`src/rtl/spi_tgt_pkg.sv`:
```
// Shared types and constants for the SPI target register file.
package spi_tgt_pkg;

  localparam int unsigned AddrWidth  = 7;
  localparam int unsigned CmdReadBit = 7;

  typedef enum logic [1:0] {
    IDLE,
    CMD,
    WDATA,
    RDATA
  } spi_tgt_state_e;

endpackage

```
`src/rtl/spi_tgt_sync.sv`:
```
// Synchronizes sck/csb/mosi into clk_i and detects sck edges on the synced clock.
module spi_tgt_sync #(
  parameter int unsigned SyncStages = 2
) (
  input  logic clk_i,
  input  logic rst_ni,
  input  logic spi_sck_i,
  input  logic spi_csb_i,
  input  logic spi_mosi_i,
  output logic sck_rise_o,
  output logic sck_fall_o,
  output logic csb_s_o,
  output logic mosi_s_o
);

  logic [SyncStages-1:0] r_sck;
  logic [SyncStages-1:0] r_csb;
  logic [SyncStages-1:0] r_mosi;
  logic                  r_sck_q;

  always_ff @(posedge clk_i or negedge rst_ni) begin
    if (!rst_ni) begin
      r_sck   <= '0;
      r_csb   <= '1;
      r_mosi  <= '0;
      r_sck_q <= 1'b0;
    end else begin
      r_sck   <= {r_sck[SyncStages-2:0], spi_sck_i};
      r_csb   <= {r_csb[SyncStages-2:0], spi_csb_i};
      r_mosi  <= {r_mosi[SyncStages-2:0], spi_mosi_i};
      r_sck_q <= r_sck[SyncStages-1];
    end
  end

  // Edges are taken after the full chain so mosi at the same depth lines up with them.
  assign sck_rise_o = r_sck[SyncStages-1] & ~r_sck_q;
  assign sck_fall_o = ~r_sck[SyncStages-1] & r_sck_q;
  assign csb_s_o    = r_csb[SyncStages-1];
  assign mosi_s_o   = r_mosi[SyncStages-1];

endmodule

```
`src/rtl/spi_tgt_regfile.sv`:
```
// SPI mode-0 target giving byte-addressed access to a local register file.
// Optional write-completion interrupt is enabled by defining SPI_TGT_IRQ_EN.
module spi_tgt_regfile
  import spi_tgt_pkg::*;
#(
  parameter int unsigned NumRegs    = 16,
  parameter int unsigned SyncStages = 2
) (
  input  logic                 clk_i,
  input  logic                 rst_ni,
  input  logic                 spi_sck_i,
  input  logic                 spi_csb_i,
  input  logic                 spi_mosi_i,
  output logic                 spi_miso_o,
  output logic                 spi_miso_oe_o,
  output logic [NumRegs*8-1:0] regs_o,
  output logic                 wr_valid_o,
  output logic [6:0]           wr_addr_o,
  output logic [7:0]           wr_data_o
`ifdef SPI_TGT_IRQ_EN
  ,
  input  logic                 irq_clr_i,
  output logic                 irq_o
`endif
);

  logic w_sck_rise;
  logic w_sck_fall;
  logic w_csb_s;
  logic w_mosi_s;

  spi_tgt_sync #(
    .SyncStages(SyncStages)
  ) u_sync (
    .clk_i      (clk_i),
    .rst_ni     (rst_ni),
    .spi_sck_i  (spi_sck_i),
    .spi_csb_i  (spi_csb_i),
    .spi_mosi_i (spi_mosi_i),
    .sck_rise_o (w_sck_rise),
    .sck_fall_o (w_sck_fall),
    .csb_s_o    (w_csb_s),
    .mosi_s_o   (w_mosi_s)
  );

  spi_tgt_state_e         r_state;
  logic [2:0]             r_bitcnt;
  logic [6:0]             r_rx;
  logic [7:0]             r_tx;
  logic [AddrWidth-1:0]   r_addr;
  logic                   r_oe;
  logic [NumRegs*8-1:0]   r_regs;
  logic                   r_wr_valid;
  logic [AddrWidth-1:0]   r_wr_addr;
  logic [7:0]             r_wr_data;

  logic [7:0]             w_byte;
  logic                   w_byte_done;
  logic [AddrWidth-1:0]   w_rd_addr;
  logic [7:0]             w_rd_byte;

  assign w_byte      = {r_rx, w_mosi_s};
  assign w_byte_done = w_sck_rise && (r_bitcnt == 3'd7);

  // The command byte's own address feeds the first read before r_addr is loaded.
  assign w_rd_addr = (r_state == CMD) ? w_byte[AddrWidth-1:0] : r_addr;

  always_comb begin
    w_rd_byte = '0;
    for (int unsigned i = 0; i < NumRegs; i++) begin
      if (w_rd_addr == AddrWidth'(i)) begin
        w_rd_byte = r_regs[i*8 +: 8];
      end
    end
  end

  always_ff @(posedge clk_i or negedge rst_ni) begin
    if (!rst_ni) begin
      r_state    <= IDLE;
      r_bitcnt   <= '0;
      r_rx       <= '0;
      r_tx       <= '0;
      r_addr     <= '0;
      r_oe       <= 1'b0;
      r_wr_valid <= 1'b0;
      r_wr_addr  <= '0;
      r_wr_data  <= '0;
    end else begin
      r_wr_valid <= 1'b0;
      if (w_csb_s) begin
        r_state  <= IDLE;
        r_bitcnt <= '0;
        r_oe     <= 1'b0;
      end else if (r_state == IDLE) begin
        r_state  <= CMD;
        r_bitcnt <= '0;
      end else begin
        if (w_sck_rise) begin
          r_bitcnt <= r_bitcnt + 3'd1;
          r_rx     <= w_byte[6:0];
        end else if (w_sck_fall && (r_bitcnt != 3'd0)) begin
          r_tx <= {r_tx[6:0], 1'b0};
        end
        if (w_byte_done) begin
          unique case (r_state)
            CMD: begin
              if (w_byte[CmdReadBit]) begin
                r_state <= RDATA;
                r_oe    <= 1'b1;
                r_tx    <= w_rd_byte;
                r_addr  <= w_byte[AddrWidth-1:0] + 7'd1;
              end else begin
                r_state <= WDATA;
                r_addr  <= w_byte[AddrWidth-1:0];
              end
            end
            WDATA: begin
              r_wr_valid <= 1'b1;
              r_wr_addr  <= r_addr;
              r_wr_data  <= w_byte;
              r_addr     <= r_addr + 7'd1;
            end
            RDATA: begin
              r_tx   <= w_rd_byte;
              r_addr <= r_addr + 7'd1;
            end
            default: begin
            end
          endcase
        end
      end
    end
  end

  always_ff @(posedge clk_i or negedge rst_ni) begin
    if (!rst_ni) begin
      r_regs <= '0;
    end else if (!w_csb_s && (r_state == WDATA) && w_byte_done) begin
      for (int unsigned i = 0; i < NumRegs; i++) begin
        if (r_addr == AddrWidth'(i)) begin
          r_regs[i*8 +: 8] <= w_byte;
        end
      end
    end
  end

`ifdef SPI_TGT_IRQ_EN
  logic r_wrote;
  logic r_irq;

  always_ff @(posedge clk_i or negedge rst_ni) begin
    if (!rst_ni) begin
      r_wrote <= 1'b0;
      r_irq   <= 1'b0;
    end else begin
      if (r_state == IDLE) begin
        r_wrote <= 1'b0;
      end else if (r_wr_valid) begin
        r_wrote <= 1'b1;
      end
      if (w_csb_s && (r_state != IDLE) && (r_wrote || r_wr_valid)) begin
        r_irq <= 1'b1;
      end else if (irq_clr_i) begin
        r_irq <= 1'b0;
      end
    end
  end

  assign irq_o = r_irq;
`endif

  assign spi_miso_o    = r_oe & r_tx[7];
  assign spi_miso_oe_o = r_oe;
  assign regs_o        = r_regs;
  assign wr_valid_o    = r_wr_valid;
  assign wr_addr_o     = r_wr_addr;
  assign wr_data_o     = r_wr_data;

endmodule

```
`config.mk`:
```
export PLATFORM = sky130hd
export DESIGN_NAME = spi_tgt_regfile
export DESIGN_NICKNAME = d
export VERILOG_FILES = /design/src/rtl/spi_tgt_pkg.sv /design/src/rtl/spi_tgt_sync.sv /design/src/rtl/spi_tgt_regfile.sv
export SDC_FILE = /design/constraint.sdc
export NUM_CORES = 1
export LEC_CHECK = 0
export CORE_UTILIZATION = 52
export CTS_CLUSTER_SIZE = 8
export DETAILED_ROUTE_END_ITERATION = 12
export GPL_TIMING_DRIVEN = 0
export HOLD_SLACK_MARGIN = 0.05
export PLACE_DENSITY_LB_ADDON = 0.08
export SLEW_MARGIN = 20
export SYNTH_ARGS = -nofsm -noshare
export SYNTH_HDL_FRONTEND = slang
export SYNTH_SLANG_ARGS = --single-unit
```
`constraint.sdc`:
```
create_clock -name clk_i -period 3.2 [get_ports clk_i]
set_input_delay 0.8 -clock clk_i [delete_from_list [all_inputs] [get_ports clk_i]]
set_output_delay 0.8 -clock clk_i [all_outputs]
set_load 0.01 [all_outputs]
```
==> results.txt <==
Flow results are below.

- Summing the sequential cell areas from Yosys gives between 50% and 60% of the chip area.
- Looking at the clock tree report, the root buffer type is sky130_fd_sc_hd__clkbuf_16.
- The synthesized netlist contains 68 unique library cells.
- The clock buffer count from CTS is 17, for reference.
- The post-route antenna net violation count is 0, for reference.
- For this design the total switching power over the nets is about 1.5 mW.
- The area recorded from the Yosys report for this design is about 0.0086 mm².
- After floorplanning, the die was sized to cover between 0.015 and 0.02 mm².
- The clock tree from TritonCTS is built, for reference.
- The largest stage delay on the critical path is between 0.8 and 0.9 ns, for reference.
- Counting the warning lines in the Yosys log gives 0.
- The cell-internal power is 3.61 mW, for reference.
- The register with the most flip-flops in the layout has 128 of them.
- The number of warnings the tools reported is 32, for reference.
- The count of cells along the worst register-to-register path is 7, for reference.
- The maximum clock frequency is 0.319 GHz, for reference.
- The mean cell area of the mapped netlist is around 12 µm², for reference.
- The total of fill cells in the finished design is 1,225, for reference.
- Recorded from the global router log, the overflow total was 0.
- The power report puts the leakage power at approximately 4.8 nW.
- Looking at the cell usage after synthesis, the top flip-flop cell is sky130_fd_sc_hd__dfrtp_1.
- The cell count after synthesis is 695, for reference.
- Of the total power, registers draw 46.3%.
- In this run the register-to-register setup slack is 0.06 ns.
- The final timing report lists a hold violation count of 0.
- CTS built an H-tree with a depth of 4.
- The finished design was reported to have a net count of 878.
- Using the TritonRoute via totals, the vias-per-cell ratio works out to 6.27.
- In the final layout, flip-flops and latches occupy around 0.0045 mm².
- The library cell with the largest summed area after synthesis is sky130_fd_sc_hd__dfrtp_1, for reference.
- The commonest non-fill, non-tap cell in the layout is sky130_fd_sc_hd__dfrtp_1, for reference.
- The critical path in this run is classified as flip-flop to flip-flop.
- Yosys mapped a number of flops with a built-in enable equal to 0.
- At the pin with the least slew margin, the transition time is 1.08 ns.
- The first global-routing pass estimated 39.7 mm of wire.
- The number of nets produced by synthesis is 708, for reference.
- Switching power as a fraction of the total was reported as 29.5%.
- The number of slew-limit violations in the final report is 0, for reference.
- Summing every instance area after synthesis gives 0.00860 mm².
- The maximum number of buffers from clock root to sink is 2, for reference.
- around 150 I/O pins were placed.
- In this run the maximum-capacitance check reported violations numbering 0.
- STA classifies the critical path endpoint as a flip-flop.
- Buffers inserted to repair hold after CTS numbered 0.
- The largest individual stage delay along the critical path comes from the cell sky130_fd_sc_hd__a211oi_2.
- The critical path crosses 7 cells after its start point.
- Per the cell usage report, the commonest logic cells after layout are 177 x sky130_fd_sc_hd__dfrtp_1, 149 x sky130_fd_sc_hd__clkdlybuf4s50_1, 148 x sky130_fd_sc_hd__mux2_2.
- Setup repair after global routing left no endpoint under its margin.
- The number of placement rows is about 46, for reference.
- The number of DRC markers in iteration 0 is approximately 680, for reference.
- The clock network is responsible for 39.6% of the overall power.
- The worst clock skew is 0.0115 ns, for reference.
- Looking at the gate-level netlist, the highest instance count belongs to sky130_fd_sc_hd__dfrtp_1.
- Tracing the worst setup path back leads to its startpoint at r_addr[4].
- The placed wire-length estimate is around 19 mm, for reference.
- STA lists the startpoint of the worst register-to-register path as r_addr[4].
- The detailed-route via count is ~6,900, for reference.
- After detailed placement, the design holds a cell count of 1,062.
- The required time reported for the critical path endpoint is 3.56 ns, for reference.
- The power consumed by the clock network is 2.03 mW, for reference.
- Clock tree synthesis found a total of 179 sinks.
- Once routing completed, OpenROAD measured the worst setup slack at 0.0618 ns.
- The endpoint of the lowest-slack register-to-register path is r_tx[4], for reference.
- According to the hold report, the worst path is of the input port to asynchronous set/reset pin type.
- Per the post-place timing report, worst setup slack is 0.195 ns.
- The tightest slew margin relative to the limit is between 20% and 30%, for reference.
- The reported sequential group power is 2.37 mW, for reference.
- The kind of cell adding the most delay to the critical path is AND-OR/OR-AND gates, for reference.
- The fraction of registers with async set or reset after synthesis is 100%, for reference.
- For reference, the clock transition at the flip-flops on the worst setup and hold paths is 0.07 ns.
- The synthesis-to-finish area growth is 27.7%, for reference.
- The final standard cell count with taps included and fillers excluded is 1,094, for reference.
- Sorting the synthesized cells by area gives the leading types as sky130_fd_sc_hd__dfrtp_1 51%, sky130_fd_sc_hd__mux2_2 19%, sky130_fd_sc_hd__a211oi_2 1.7%.
- Total power for the finished layout comes to just over 5 mW.
- The post-route netlist has 26.1% of its cells at a drive strength greater than 1.
- In this run the critical path is formed by nor3_4, nand3_2, a211oi_2, a22oi_1, and3_1, o311a_1, o21ai_1.
- The initial antenna violation count was 1.
- The total DRC errors in the routed layout is 0, for reference.
- The floorplan step defined a core boundary enclosing 0.0160 mm².
- The fraction of the core area occupied by cells at floorplan is 53.8%, for reference.
- STA lists the maximum fanout along the critical path as 9.
- The number of global-route vias before repair is 6,640, for reference.
- The combinational power reported by the tool is 719 µW.
- By count the netlist is led by 177 x sky130_fd_sc_hd__dfrtp_1, 148 x sky130_fd_sc_hd__mux2_2, 35 x sky130_fd_sc_hd__nand2_1.
- The timing endpoint of the critical path is r_tx[4], for reference.
- The number of buffers and inverters on the critical path is 0.
- Final hold analysis gives a worst-case slack of 0.321 ns.
- The run finished with clean final reports.
- The number of inserted diodes is 0, for reference.
- The routed length per placed instance is 24.4 µm, for reference.
- The total routed wirelength is approximately 27 mm, for reference.
- The areal power density over the cells is 466 mW/mm², for reference.
- The share of total power dissipated in combinational logic is 14.0%.
- The power group with the highest consumption is registers, for reference.
- The final worst-path cycle share is 98.1%, for reference.
## cell families after synthesis
family / share of synthesized area [%]
AOI/OAI and AO/OA: 13.2
muxes: 21.1
adders and majority gates: 1.16
xor gates and xnor gates: 0.713
buffers and inverters: 2.59
and+or+nand+nor: 9.08
DFF: 52.1
## how the worst min path moves through the flow
stage | cells after the start | endpoint | slack (ns) | start
5_1_grt | 1 | regs_o[116] | 0.36 | rst_ni
4_1_cts | 1 | u_sync.r_sck[0] | 0.35 | rst_ni
3_5_place_dp | 0 | u_sync.r_mosi[1] | 0.34 | u_sync.r_mosi[0]
3_3_place_gp | 0 | u_sync.r_mosi[1] | 0.34 | u_sync.r_mosi[0]
2_1_floorplan | 0 | u_sync.r_mosi[1] | 0.33 | u_sync.r_mosi[0]
6_report | 1 | regs_o[118] | 0.32 | rst_ni
## per-layer routing
metal	share of wire [%]	global-route usage [%]	wire, µm
met1	43	44.4	11400
met2	47	51.3	12600
met3	7.1	6.35	1890
met4	3.1	13.7	820
met5	0	0	0
## cell type report
type / count / share of cell area (%)
flip-flops and latches: 179 / 40.8
multi-input cells: 464 / 35.6
repair buffers: 151 / 14.0
clock buffers: 19 / 4.03
well taps: 216 / 2.46
plain buffers: 38 / 1.55
clock inverters: 13 / 1.15
inverters: 14 / 0.478
## through the flow
| step | cell area, µm² | setup TNS (ns) | utilization (%) |
|---|---|---|---|
| after CTS | 11000 | 0 | 68.6 |
| after floorplan | 8600 | 0 | - |
| after global placement | 10400 | -1011.51 | 64.8 |
| after global routing | 11000 | 0 | 68.7 |
| final | 11000 | 0 | 68.7 |
| after detailed placement | 10400 | 0 | 65.1 |
## repair_timing
action,CTS,global route
setup buffers,0,0
endpoints found under the setup margin,0,1
gates resized,0,1
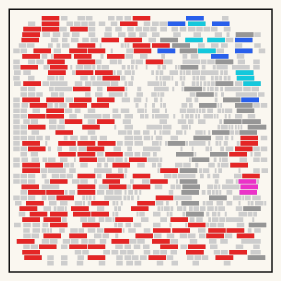
(sequential cells coloured by netlist name)
Drawn at 2 px/µm. Other sequential cells in the stronger grey, the rest of the logic in the fainter grey.
r_bitcnt: shown in magenta, placed flops 3. regs_o: shown in red, placed flops 128, where spread over the die. wr_addr_o: shown in cyan, placed flops 7, where upper right. wr_data_o: shown in blue, placed flops 8, where upper right.
Another 33 sequential cells are not coloured.

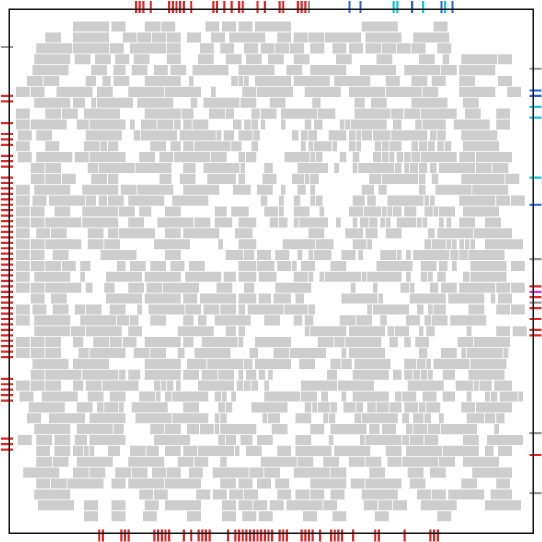
(I/O pins on the die edge)
Drawn at 4 px/µm. Pins as bars across the die edge, other pins in grey.
spi_miso_oe_o: shown in magenta, pins 1, direction output, edge right. wr_addr_o: shown in cyan, pins 7, direction output, edge 4 top, 3 right. regs_o: shown in red, pins 128, direction output, edge 51 left, 47 bottom, 23 top, 7 right. wr_data_o: shown in blue, pins 8, direction output, edge 5 top, 3 right.
All pins by edge: 52 left, 47 bottom, 33 top, 19 right.
number of buffers added on ports: 150
overall die width: 131 µm
Die Height: 131 µm

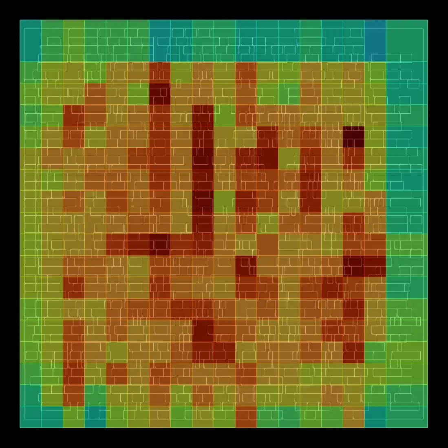
(routing congestion)
GR Util met2: 51.3%
GRT Total Usage: 32.6%

No activity file was given, so power comes from the tool's default toggle rates.
